<file path="src/rtl/fft_mag_streamer_pkg.sv">
// Shared definitions for the FFT magnitude streamer: core size defaults
// and the streamer FSM state encoding.
package fft_mag_streamer_pkg;

    localparam int FFT_N   = 16;
    localparam int FFT_MSB = 16;

    localparam logic [0:0] ST_IDLE   = 1'b0;
    localparam logic [0:0] ST_STREAM = 1'b1;

endpackage

</file>
<file path="src/rtl/fft_mag_streamer_approx.sv">
// Alpha-max-beta-min magnitude of one bin word {re, im}, both signed.
// Ports: word (MSB-bit bin word) in, mag (MSB/2-bit unsigned magnitude) out.
module fft_mag_approx
    import fft_mag_streamer_pkg::*;
#(
    parameter int MSB = FFT_MSB,
    localparam int W  = MSB / 2
) (
    input  logic [MSB-1:0] word,
    output logic [W-1:0]   mag
);

    logic [W-1:0] re;
    logic [W-1:0] im;
    logic [W-1:0] a;
    logic [W-1:0] b;
    logic [W-1:0] hi;
    logic [W-1:0] lo;

    // Negating the most negative value wraps back to 2^(W-1), which is
    // exactly its magnitude when read as unsigned.
    always_comb begin
        re  = word[MSB-1:W];
        im  = word[W-1:0];
        a   = re[W-1] ? W'(-re) : re;
        b   = im[W-1] ? W'(-im) : im;
        hi  = (a > b) ? a : b;
        lo  = (a > b) ? b : a;
        mag = hi + (lo >> 1);
    end

endmodule

</file>
<file path="src/rtl/fft_mag_streamer.sv">
// Snapshots the FFT result bus on each finish rising edge and streams the
// first BINS bin magnitudes over a valid/ready handshake.
// Ports: clk, rst_n; fft_data/fft_finish from the core; out_data, out_bin,
// out_valid, out_last to the sink with out_ready back; busy and overrun status.
module fft_mag_streamer
    import fft_mag_streamer_pkg::*;
#(
    parameter int N    = FFT_N,
    parameter int MSB  = FFT_MSB,
    parameter int BINS = N / 2,
    localparam int W   = MSB / 2,
    localparam int IW  = $clog2(N)
) (
    input  logic           clk,
    input  logic           rst_n,
    input  logic [MSB*N-1:0] fft_data,
    input  logic           fft_finish,
    output logic [W-1:0]   out_data,
    output logic [IW-1:0]  out_bin,
    output logic           out_valid,
    input  logic           out_ready,
    output logic           out_last,
    output logic           busy,
    output logic           overrun
);

    logic [0:0]     state;
    logic           finish_q;
    logic [MSB-1:0] frame [N];
    logic [IW-1:0]  idx;
    logic [IW-1:0]  nxt;
    logic           start;
    logic           last_nxt;
    logic [W-1:0]   mag;

    // While nothing is presented yet the current index is loaded; once a
    // bin is showing, the following bin is prepared for the transfer edge.
    always_comb begin
        start    = fft_finish & ~finish_q;
        nxt      = out_valid ? idx + 1'b1 : idx;
        last_nxt = (nxt == IW'(BINS - 1));
    end

    fft_mag_approx #(.MSB(MSB)) u_mag (
        .word (frame[nxt]),
        .mag  (mag)
    );

    // finish_q resets high so a finish level held through reset is ignored.
    always_ff @(posedge clk or negedge rst_n) begin
        if (!rst_n) begin
            state     <= ST_IDLE;
            finish_q  <= 1'b1;
            idx       <= '0;
            out_data  <= '0;
            out_bin   <= '0;
            out_valid <= 1'b0;
            out_last  <= 1'b0;
            busy      <= 1'b0;
            overrun   <= 1'b0;
            for (int k = 0; k < N; k++) begin
                frame[k] <= '0;
            end
        end else begin
            finish_q <= fft_finish;
            overrun  <= 1'b0;
            case (state)
                ST_IDLE: begin
                    if (start) begin
                        for (int k = 0; k < N; k++) begin
                            frame[k] <= fft_data[MSB*k +: MSB];
                        end
                        idx   <= '0;
                        busy  <= 1'b1;
                        state <= ST_STREAM;
                    end
                end
                ST_STREAM: begin
                    if (start) begin
                        overrun <= 1'b1;
                    end
                    if (!out_valid) begin
                        out_valid <= 1'b1;
                        out_data  <= mag;
                        out_bin   <= nxt;
                        out_last  <= last_nxt;
                    end else if (out_ready) begin
                        if (out_last) begin
                            out_valid <= 1'b0;
                            out_last  <= 1'b0;
                            busy      <= 1'b0;
                            state     <= ST_IDLE;
                        end else begin
                            idx      <= nxt;
                            out_data <= mag;
                            out_bin  <= nxt;
                            out_last <= last_nxt;
                        end
                    end
                end
                default: state <= ST_IDLE;
            endcase
        end
    end

endmodule
</file>
<file path="config.mk">
export PLATFORM = sky130hd
export DESIGN_NAME = fft_mag_streamer
export DESIGN_NICKNAME = d
export VERILOG_FILES = /design/src/rtl/fft_mag_streamer_pkg.sv /design/src/rtl/fft_mag_streamer_approx.sv /design/src/rtl/fft_mag_streamer.sv
export SDC_FILE = /design/constraint.sdc
export NUM_CORES = 1
export LEC_CHECK = 0
export ABC_AREA = 0
export CAP_MARGIN = 0
export CORE_ASPECT_RATIO = 1.4
export CORE_MARGIN = 5
export CORE_UTILIZATION = 40
export CTS_CLUSTER_DIAMETER = 200
export DETAILED_ROUTE_END_ITERATION = 16
export PLACE_DENSITY = 0.66
export SETUP_SLACK_MARGIN = 0.3
export SLEW_MARGIN = 40
export SYNTH_ARGS = -nofsm -noshare
export SYNTH_HDL_FRONTEND = slang
export SYNTH_SLANG_ARGS = --single-unit
</file>
<file path="constraint.sdc">
create_clock -name clk -period 8 [get_ports clk]
set_input_delay 2 -clock clk [delete_from_list [all_inputs] [get_ports clk]]
set_output_delay 2 -clock clk [all_outputs]
set_load 0.01 [all_outputs]
</file>
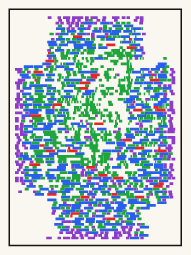
**Above:** placed cells, one color a class.
Drawn at 1 px/um.
red -> clock drivers and dummy loads  # cells 48
green -> remaining logic cells  # cells 767
blue -> registers  # cells 278
purple -> remaining buffers and delay cells  # cells 296

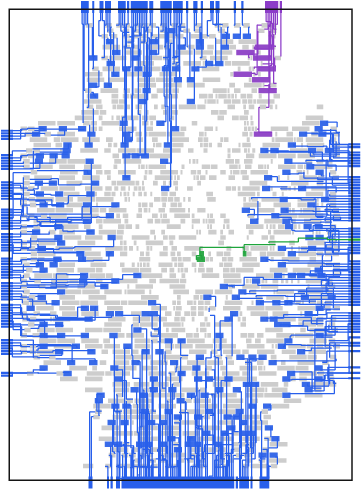
**Above:** wires at chosen ports, followed through buffers.
Drawn at 2 px/um.
blue -> fft_data  # bits 256, direction input, edge 79 bottom, 66 right, 64 left, 47 top, end cells 256, buffers 256, wire 10,500 um
green -> out_ready  # bits 1, direction input, edge right, end cells 4, buffers 1, wire 97.4 um
purple -> out_data  # bits 8, direction output, edge top, end cells 8, buffers 8, wire 320 um
# port buffers: 275
io pins: 276

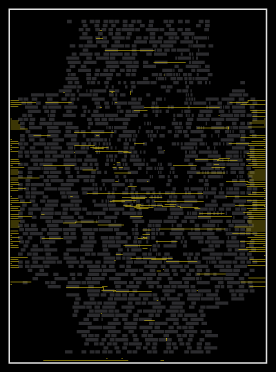
**Above:** M3 wires.
Drawn at 1.5 px/um.
main direction = horizontal
wire length on this layer = 2,280 um
share of all routed wire = 5.3%
longest straight run = 77.3 um

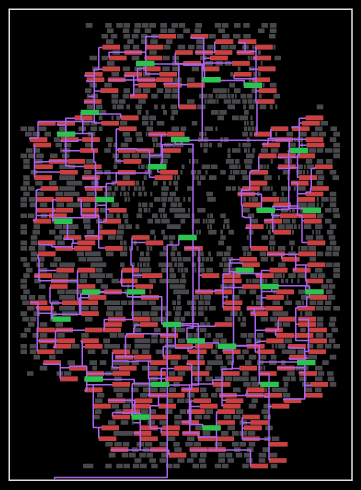
**Above:** routed clock nets over the placement.
Drawn at 2 px/um.
purple -> clock wires  # length 3,610 um
red -> flip-flops  # count 278
green -> clock-net drivers  # count 28
routed clock nets = 29
flops lie = all over the die

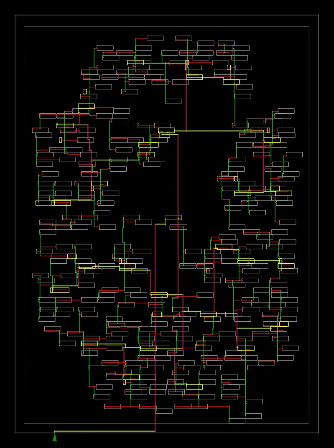
**Above:** clock nets.
worst skew pair latency: 0.56 ns
CLK BUF: 43

==> layer usage <==
metal | part of all wire, % | routed length, um | vias to the layer above | GRT usage (%)
met4 | 2.6 | 1120 | 0 | 6.30
met5 | 0 | 0 | - | 0
li1 | - | - | 4695 | -
met3 | 5.3 | 2280 | 56 | 2.72
met2 | 52 | 22300 | 297 | 37.5
met1 | 40 | 17200 | 5288 | 26.8
==> final cells by class <==
type | count | area, um2
Antenna cell | 4 | 10.0
Clock buffer | 43 | 807
Clock inverter | 5 | 61.3
Fill cell | 3176 | 17200
Inverter | 19 | 71.3
Multi-Input combinational cell | 748 | 7070
Sequential cell | 278 | 6960
Tap cell | 462 | 578
Timing Repair Buffer | 296 | 2980
==> reports/summary.txt <==
Reg2reg start -> out_valid
And+or+nand+nor area frac -> 5.77%
Final WS setup -> 0.926 ns
Status -> completed
Top_reg_cell synth -> dfrtp_1
Crit path capture -> out_data[7]
Die height -> 235 um
Critical path class -> reg -> reg
Top-count cell post-synth -> dfrtp_1
Log Warnings -> 28
Crit path launch type -> flip-flop
WP depth -> 26
Layout cells sized above 1 -> 27.6%
CTS tree -> built
WP buf/inv -> 3
Max cap viols -> 0
Registers, synthesis -> 278
Most flops, register -> frame
Unique cell types -> 72
Critical path capture point type -> flip-flop
Flip-flops with a built-in enable -> 0
Max frequency -> 0.141 GHz
R2R cell count -> 26
Die Width -> 171 um
Crit-path leading delay family -> AND-OR/OR-AND gates
Syn Nets -> 1,401
Avg Cell Area, Syn -> 12.9 um2
Antenna-violating nets left -> 0
Non-Filler Instances -> 1,855
Hold Crit Class -> reg -> reg
Yosys Instances -> 1,122
Vias -> 10,300
Top cell excl fill/tap -> dfrtp_1
Regs by FF count -> frame (256), out_data (8)
HP Start -> out_bin[1]
Remaining DRCs -> 0
Area contributors post-synth -> dfrtp_1 (48%), mux2_2 (20%), mux4_2 (5.8%), mux2i_1 (5.5%), nand2_1 (2.0%)
